Run 1, clock nets:
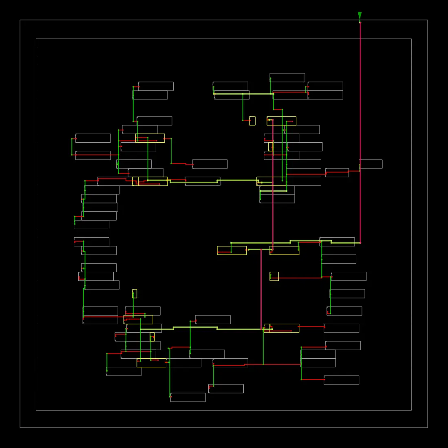
Run 1, clock distribution:
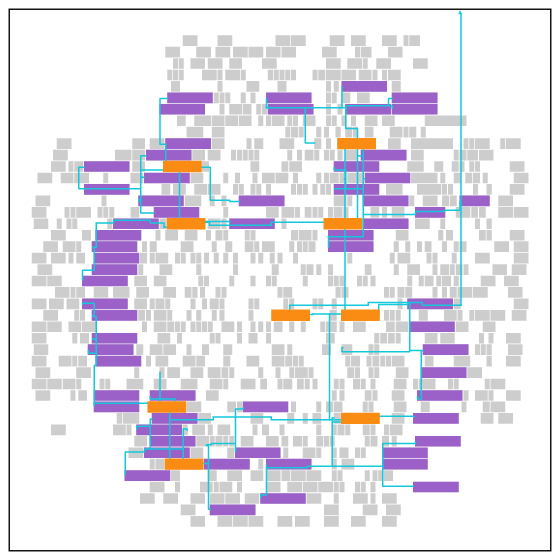
Run 1, cells by drive strength:
Bar = 50 µm.
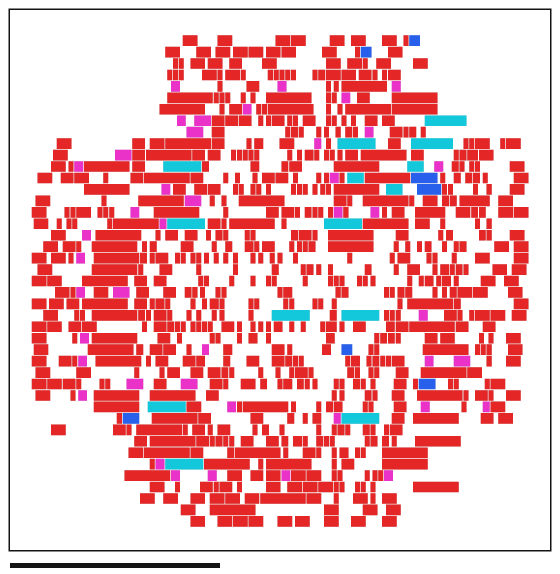
Run 1, sequential cells coloured by netlist name:
Bar = 50 µm. Other cells in grey.
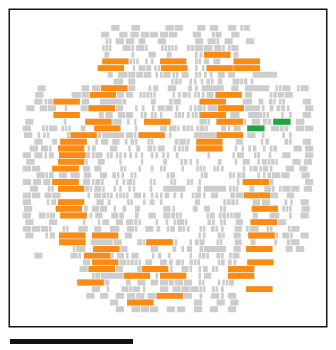
### config.mk
export PLATFORM = sky130hd
export DESIGN_NAME = llsc_reservation_monitor
export DESIGN_NICKNAME = d
export VERILOG_FILES = /design/src/rtl/llsc_reservation_monitor.sv
export SDC_FILE = /design/constraint.sdc
export NUM_CORES = 1
export LEC_CHECK = 0
export ABC_AREA = 1
export CAP_MARGIN = 20
export CELL_PAD_IN_SITES_DETAIL_PLACEMENT = 0
export CELL_PAD_IN_SITES_GLOBAL_PLACEMENT = 1
export CORE_MARGIN = 5
export CORE_UTILIZATION = 35
export DETAILED_ROUTE_END_ITERATION = 6
export GPL_TIMING_DRIVEN = 0
export PLACE_DENSITY = 0.86
export SLEW_MARGIN = 30
export SYNTH_ARGS = -nofsm -noshare
export SYNTH_HDL_FRONTEND = slang
export SYNTH_SLANG_ARGS = --single-unit
### constraint.sdc
create_clock -name clk -period 4.1 [get_ports clk]
set_input_delay 0.82 -clock clk [delete_from_list [all_inputs] [get_ports clk]]
set_output_delay 0.82 -clock clk [all_outputs]
set_load 0.01 [all_outputs]
### src/rtl/llsc_reservation_monitor.sv
// Per-context LL/SC reservation monitor: one reservation (valid, granule address, age)
// per hardware context, with same-cycle SC verdict and forwarded next-state LLbit flags.
module llsc_reservation_monitor #(
  parameter int NUM_CTX  = 2,
  parameter int ADDR_W   = 32,
  parameter int GRAN_LSB = 2,
  parameter int TIMEOUT  = 0,
  localparam int CTX_W   = (NUM_CTX > 1) ? $clog2(NUM_CTX) : 1
) (
  input  logic                clk,
  input  logic                rst,
  input  logic [NUM_CTX-1:0]  flush_i,
  input  logic                ll_valid_i,
  input  logic [CTX_W-1:0]    ll_ctx_i,
  input  logic [ADDR_W-1:0]   ll_addr_i,
  input  logic                sc_valid_i,
  input  logic [CTX_W-1:0]    sc_ctx_i,
  input  logic [ADDR_W-1:0]   sc_addr_i,
  output logic                sc_success_o,
  input  logic                st_valid_i,
  input  logic                st_ext_i,
  input  logic [CTX_W-1:0]    st_ctx_i,
  input  logic [ADDR_W-1:0]   st_addr_i,
  output logic [NUM_CTX-1:0]  llbit_o,
  input  logic [CTX_W-1:0]    lladdr_ctx_i,
  output logic [ADDR_W-1:0]   lladdr_o
);

  localparam int GW    = ADDR_W - GRAN_LSB;
  localparam int AGE_W = (TIMEOUT > 0) ? $clog2(TIMEOUT + 1) : 1;
  localparam logic [AGE_W-1:0] AGE_LAST = AGE_W'((TIMEOUT > 0) ? TIMEOUT - 1 : 0);

  logic [NUM_CTX-1:0] valid;
  logic [GW-1:0]      gaddr [NUM_CTX];
  logic [AGE_W-1:0]   age   [NUM_CTX];

  logic [NUM_CTX-1:0] valid_nxt;
  logic [NUM_CTX-1:0] st_other;
  logic [NUM_CTX-1:0] kill;
  logic [NUM_CTX-1:0] ll_hit;
  logic [NUM_CTX-1:0] sc_hit;
  logic [NUM_CTX-1:0] expire;
  logic [NUM_CTX-1:0] age_inc;
  logic [GW-1:0]      ll_gran;
  logic [GW-1:0]      sc_gran;
  logic [GW-1:0]      st_gran;
  logic               st_src_ok;

  function automatic logic ctx_ok(input logic [CTX_W-1:0] c);
    return int'(c) < NUM_CTX;
  endfunction

  // Per-context kill/priority resolution, SC verdict and LLAddr readout mux.
  always_comb begin
    ll_gran      = ll_addr_i[ADDR_W-1:GRAN_LSB];
    sc_gran      = sc_addr_i[ADDR_W-1:GRAN_LSB];
    st_gran      = st_addr_i[ADDR_W-1:GRAN_LSB];
    // A local store from a nonexistent context is ignored rather than treated as foreign.
    st_src_ok    = st_valid_i & (st_ext_i | ctx_ok(st_ctx_i));
    sc_success_o = 1'b0;
    lladdr_o     = '0;
    valid_nxt    = '0;
    st_other     = '0;
    kill         = '0;
    ll_hit       = '0;
    sc_hit       = '0;
    expire       = '0;
    age_inc      = '0;
    for (int i = 0; i < NUM_CTX; i++) begin
      st_other[i] = st_src_ok & (st_ext_i | (st_ctx_i != CTX_W'(i)));
      kill[i]     = st_other[i] & (st_gran == gaddr[i]);
      ll_hit[i]   = ll_valid_i & (ll_ctx_i == CTX_W'(i));
      sc_hit[i]   = sc_valid_i & (sc_ctx_i == CTX_W'(i));
      expire[i]   = (TIMEOUT > 0) & valid[i] & (age[i] == AGE_LAST);
      if (rst) begin
        valid_nxt[i] = 1'b0;
      end else if (flush_i[i]) begin
        valid_nxt[i] = 1'b0;
      end else if (ll_hit[i]) begin
        valid_nxt[i] = ~(st_other[i] & (st_gran == ll_gran));
      end else if (sc_hit[i] | kill[i] | expire[i]) begin
        valid_nxt[i] = 1'b0;
      end else begin
        valid_nxt[i] = valid[i];
        age_inc[i]   = (TIMEOUT > 0) & valid[i];
      end
      sc_success_o = sc_success_o | (sc_hit[i] & valid[i] & (sc_gran == gaddr[i])
                                     & ~flush_i[i] & ~kill[i]);
      lladdr_o     = lladdr_o | ((lladdr_ctx_i == CTX_W'(i))
                                 ? (ADDR_W'(gaddr[i]) << GRAN_LSB) : '0);
    end
    llbit_o = valid_nxt;
  end

  // Reservation state; gaddr is kept after valid clears so LLAddr stays readable.
  always_ff @(posedge clk) begin
    if (rst) begin
      valid <= '0;
      for (int i = 0; i < NUM_CTX; i++) begin
        gaddr[i] <= '0;
        age[i]   <= '0;
      end
    end else begin
      valid <= valid_nxt;
      for (int i = 0; i < NUM_CTX; i++) begin
        if (!flush_i[i] && ll_hit[i]) begin
          gaddr[i] <= ll_gran;
          age[i]   <= '0;
        end else if (age_inc[i]) begin
          age[i] <= age[i] + AGE_W'(1);
        end
      end
    end
  end

endmodule
==> summary.txt, run 1 <==
fresh numbers from the pnr run: Crit Path Category in2out, minimum clock period 3.70 ns, power per cell area 307 nW/µm², Synth top area share 36.8%, Comb group 0.607 mW, Hold Path Class reg2reg, die height 128 µm, Final clock-cell share 3.82%, slowest cell delay on critical path 0.50 ns, initial antenna violation count 0, run status complete, no violations, CTS tree built, Static Leakage 2.69 nW, reg2reg start gaddr[0][31], clock-pin slew of the registers on the worst-case setup and hold paths 0.05 ns, DR vias/cell 4.71, H-tree Lvls 3, antenna cells 0, buffer share of cell area 21.5%, drt first pass iters 5, gpl congestion 0.963, CLK BUF 11, DIE AREA 16,500 µm², worst path cell trace clkdlybuf4s50_1, xnor2_1, nand2_1, nor3_1, nand2_1, nor2_1, nand2_1, nand2_1, nand2_1, clkdlybuf4s50_1, MI comb area 2680 µm², Total Routing Usage GR 20.5%, Worst EP arrival 2.88 ns, top cells by count, synth 167 x nand2_1, 87 x nor2_1, 85 x inv_1, Crit. Startpoint st_addr_i[5], number of global-route vias before repair 4,501, post-detail-place hpwl 14,200 µm, Horiz. Die Dim 128 µm, Dominant Register Cell edfxtp_1, Crit path top cell by count nand2_1, GRT Residual Overflow 0, Slew @ Worst Pin 0.680 ns, tool warnings 32, DR vias 4,607, Reg2Reg Capture Point valid[1], Max Cap Viol 0, setup TNS 0 ns, Longest Clk Path Bufs 2, Critical-path top delay cell clkdlybuf4s50_1, Clock power frac 32.2%, # IOs 143, FF-to-FF setup slack 2.49 ns, hold depth 4
## Picture notes: 'clock nets'
Power Clock: 0.671 mW
clk sinks: 62
FFs & Latches: 62
clock skew: 0.00552 ns
Worst-Skew Late Latency: 0.33 ns

## Picture notes: 'clock distribution'
- purple: flip-flops (count 62)
- cyan: clock wires (length 916 µm)
- orange: cells driving clock nets (count 9)
- routed clock nets: 10

## Picture notes: 'cells by drive strength'
- cyan: drive 6 and up (cells 14; share 1.8%)
- blue: drive 3 to 4 (cells 7; share 0.88%)
- red: drive 1 or less (cells 735; share 92%)
- magenta: drive 2 (cells 42; share 5.3%)

## Picture notes: 'sequential cells coloured by netlist name'
- orange: gaddr (sequential cells 60)
- green: valid (sequential cells 2)
Flop+latch power: 0.808 mW
Flop area: 1840 µm²
sequential fraction of total cell area: 27.1%

==> run 1: metrics by stage <==
| step | hold slack [ns] | setup slack, ns | power, mW |
|---|---|---|---|
| 2_1_floorplan | 0.533 | 0.487 | 1.11 |
| 3_3_place_gp | 0.560 | -1.62 | 1.41 |
| 3_5_place_dp | 0.561 | 0.397 | 1.42 |
| 4_1_cts | 0.571 | 0.391 | 2.09 |
| 5_1_grt | 0.618 | 0.265 | 2.18 |
| 6_report | 0.575 | 0.396 | 2.09 |
==> run 1: flip-flops by register name (all words and copies together), names as in the netlist <==
name,cells
valid,2
gaddr,60
==> run 1: logic make-up (layout without fill, tap and decap cells) <==
logic type	count (synthesis)	in the layout	share of synthesized area, %
buffers and inverters	96	247	8.02
other	1	2	0.0765
and+or+nand+nor	312	312	26.7
xor gates and xnor gates	106	106	18.9
DFF	62	62	37.6
muxes	8	8	1.84
AOI/OAI and AO/OA	61	61	6.87
==> run 1: layout by cell type (no fill, tap or decap), types with 2 or more instances in the layout <==
cell type        count
clkbuf_1             6
nor3_1               4
buf_2                2
buf_16               2
buf_6                3
conb_1               2
o21ai_0             31
buf_4                2
clkbuf_16            9
a21oi_1             14
xor2_1              22
edfxtp_1            60
xnor2_1             84
clkinv_2             3
dfxtp_1              2
nand2_1            166
o22ai_1             13
nor2_1              87
clkdlybuf4s50_1    133
nor2_4               2
nand4_1              9
mux2_2               8
nor2_2              28
inv_1               85
nand3_1             13
==> run 1: metal layers <==
metal	vias to the layer above	GRT usage [%]	routed length (µm)
li1	2329	-	-
met1	2054	28.3	7700
met2	205	32.5	7640
met3	19	4.42	1430
met4	0	6.05	286
met5	-	0	0
==> run 1: worst max-delay path: cells and delay by family <==
family	cells	cell delay (ns)
AND/OR/NAND/NOR	7	0.65
buffers and inverters	2	0.99
XOR/XNOR	1	0.42
Run 1, placement by cell class:
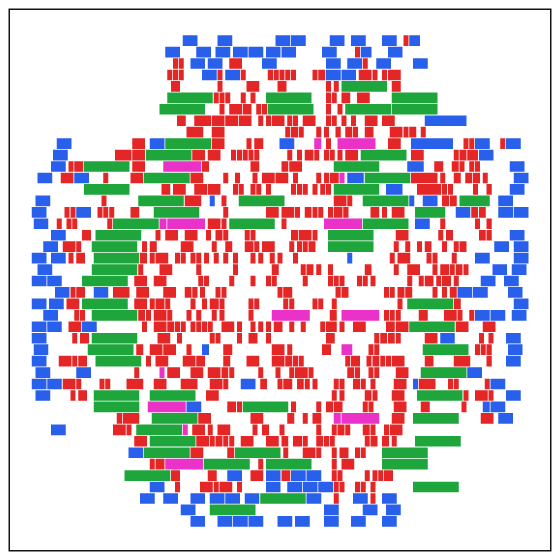

==> run 1 -> run 2 <==
Settings changed: GPL_TIMING_DRIVEN 0 to unset.
Clock period 4.1 ns to 3.76 ns, I/O delays scaled along.
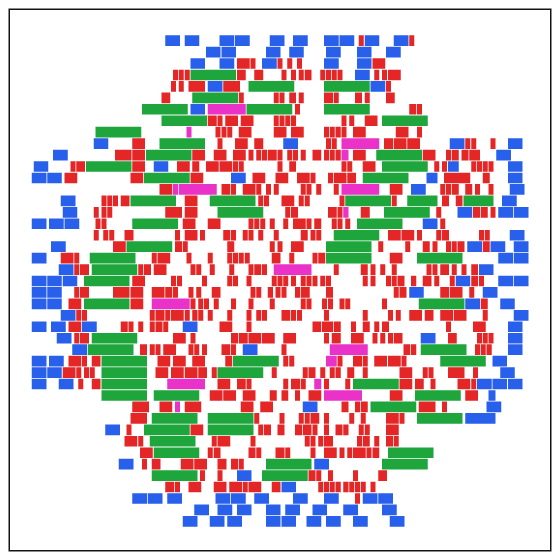
Run 2: placement by cell class
- green: flip-flops (cells 62)
- blue: other buffers and delay cells (cells 137)
- red: all other logic (cells 574)
- magenta: clock drivers and dummy loads (cells 16)
core area: 13,800 µm²
Final Instance Area: 6690 µm²

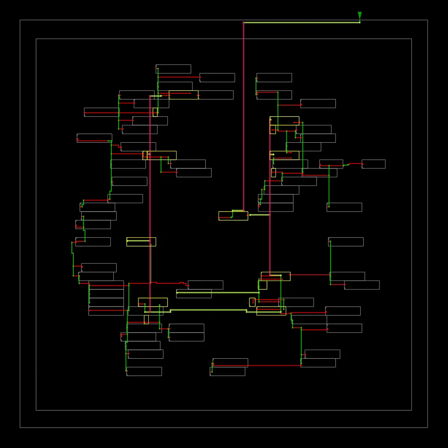
Run 2: clock nets
Power Clock: 0.735 mW
CLK BUF: 10
Worst-Skew Late Latency: 0.34 ns

==> run 2 against run 1 <==
Net effect: register-to-register slack got worse by 0.33 ns; clock power rose by 9.5%; worst hold slack improved by 0.0040 ns; first-iteration DRC count fell by 24%; largest power group unchanged.
==> summary.txt, run 2 <==
fresh numbers from the pnr run: run status complete, no violations (unchanged), Horiz. Die Dim 128 µm (unchanged), DR vias 4,495 (was 4,607), antenna cells 0 (unchanged), Most flops, register gaddr (unchanged), most instantiated logic cell after routing nand2_1 (unchanged), clk sinks 62 (unchanged), slowest cell delay on critical path 0.49 ns (was 0.50 ns), Crit Path Category in2out (unchanged), Static Leakage 2.64 nW (was 2.69 nW), gpl congestion 0.970 (was 0.963), post-detail-place hpwl 13,200 µm (was 14,200 µm), setup TNS 0 ns (unchanged), DR vias/cell 4.64 (was 4.71), power per cell area 337 nW/µm² (was 307 nW/µm²), Crit path top cell by count nand2_1 (unchanged), minimum clock period 3.57 ns, Critical-path top delay cell clkdlybuf4s50_1 (unchanged), Longest Clk Path Bufs 2 (unchanged), number of global-route vias before repair 4,508 (was 4,501), H-tree Lvls 3 (unchanged), yosys aoi share 6.87% (unchanged), Hold Path Class reg2reg (unchanged), Max Cap Viol 0 (unchanged), tool warnings 32 (unchanged)
==> run 2: cell counts after synthesis <==
Identical to the previous run, type by type.
==> run 2: critical path, delay by kind of cell <==
family | cells | cell delay (ns)
XOR/XNOR | 1 | 0.39
buffers and inverters | 2 | 0.98
AND/OR/NAND/NOR | 6 | 0.61
AND-OR/OR-AND | 1 | 0.06
==> run 2: per-layer routing <==
layer / GRT usage (%) / vias up / share of wire (%)
li1: - / 2310 / -
met1: 27.4 / 1964 / 44
met2: 31.8 / 195 / 45
met3: 3.25 / 26 / 8.6
met4: 6.74 / 0 / 2.1
met5: 0 / - / 0
==> run 2: metrics by stage <==
stage                     hold WS (ns)  std cells
after CTS                        0.578        969
after global routing             0.613        969
after floorplan                  0.533        647
after global placement           0.562        953
after detailed placement         0.570        953
final                            0.579        969
==> run 2: final timing paths <==
kind | from | to | slack, ns | cells after the start
worst max-delay path | st_addr_i[11] | llbit_o[0] | 0.19 | 10
worst max register to register | gaddr[0][14] | valid[0] | 2.16 | 8
worst min-delay path | valid[1] | valid[1] | 0.58 | 4
worst min register to register | valid[1] | valid[1] | 0.58 | 4
==> run 2: layout make-up <==
| type | count | area [µm²] | area share (%) |
|---|---|---|---|
| multi-input cells | 489 | 2670 | 40.0 |
| repair buffers | 137 | 1370 | 20.5 |
| flip-flops and latches | 62 | 1840 | 27.5 |
| inverters | 85 | 319 | 4.77 |
| well taps | 180 | 225 | 3.37 |
| clock buffers | 10 | 229 | 3.42 |
| clock inverters | 6 | 28.8 | 0.430 |
==> run 2: power groups by stage <==
stage               Clock (mW)  Sequential [mW]  Combinational, mW
CTS                      0.738            0.881              0.642
global placement             0            0.892              0.638
global route             0.774            0.888              0.697
finish                   0.735            0.881              0.640
floorplan                    0            0.877              0.331
detailed placement           0            0.894              0.638
Power and IR drop assume default switching activity.
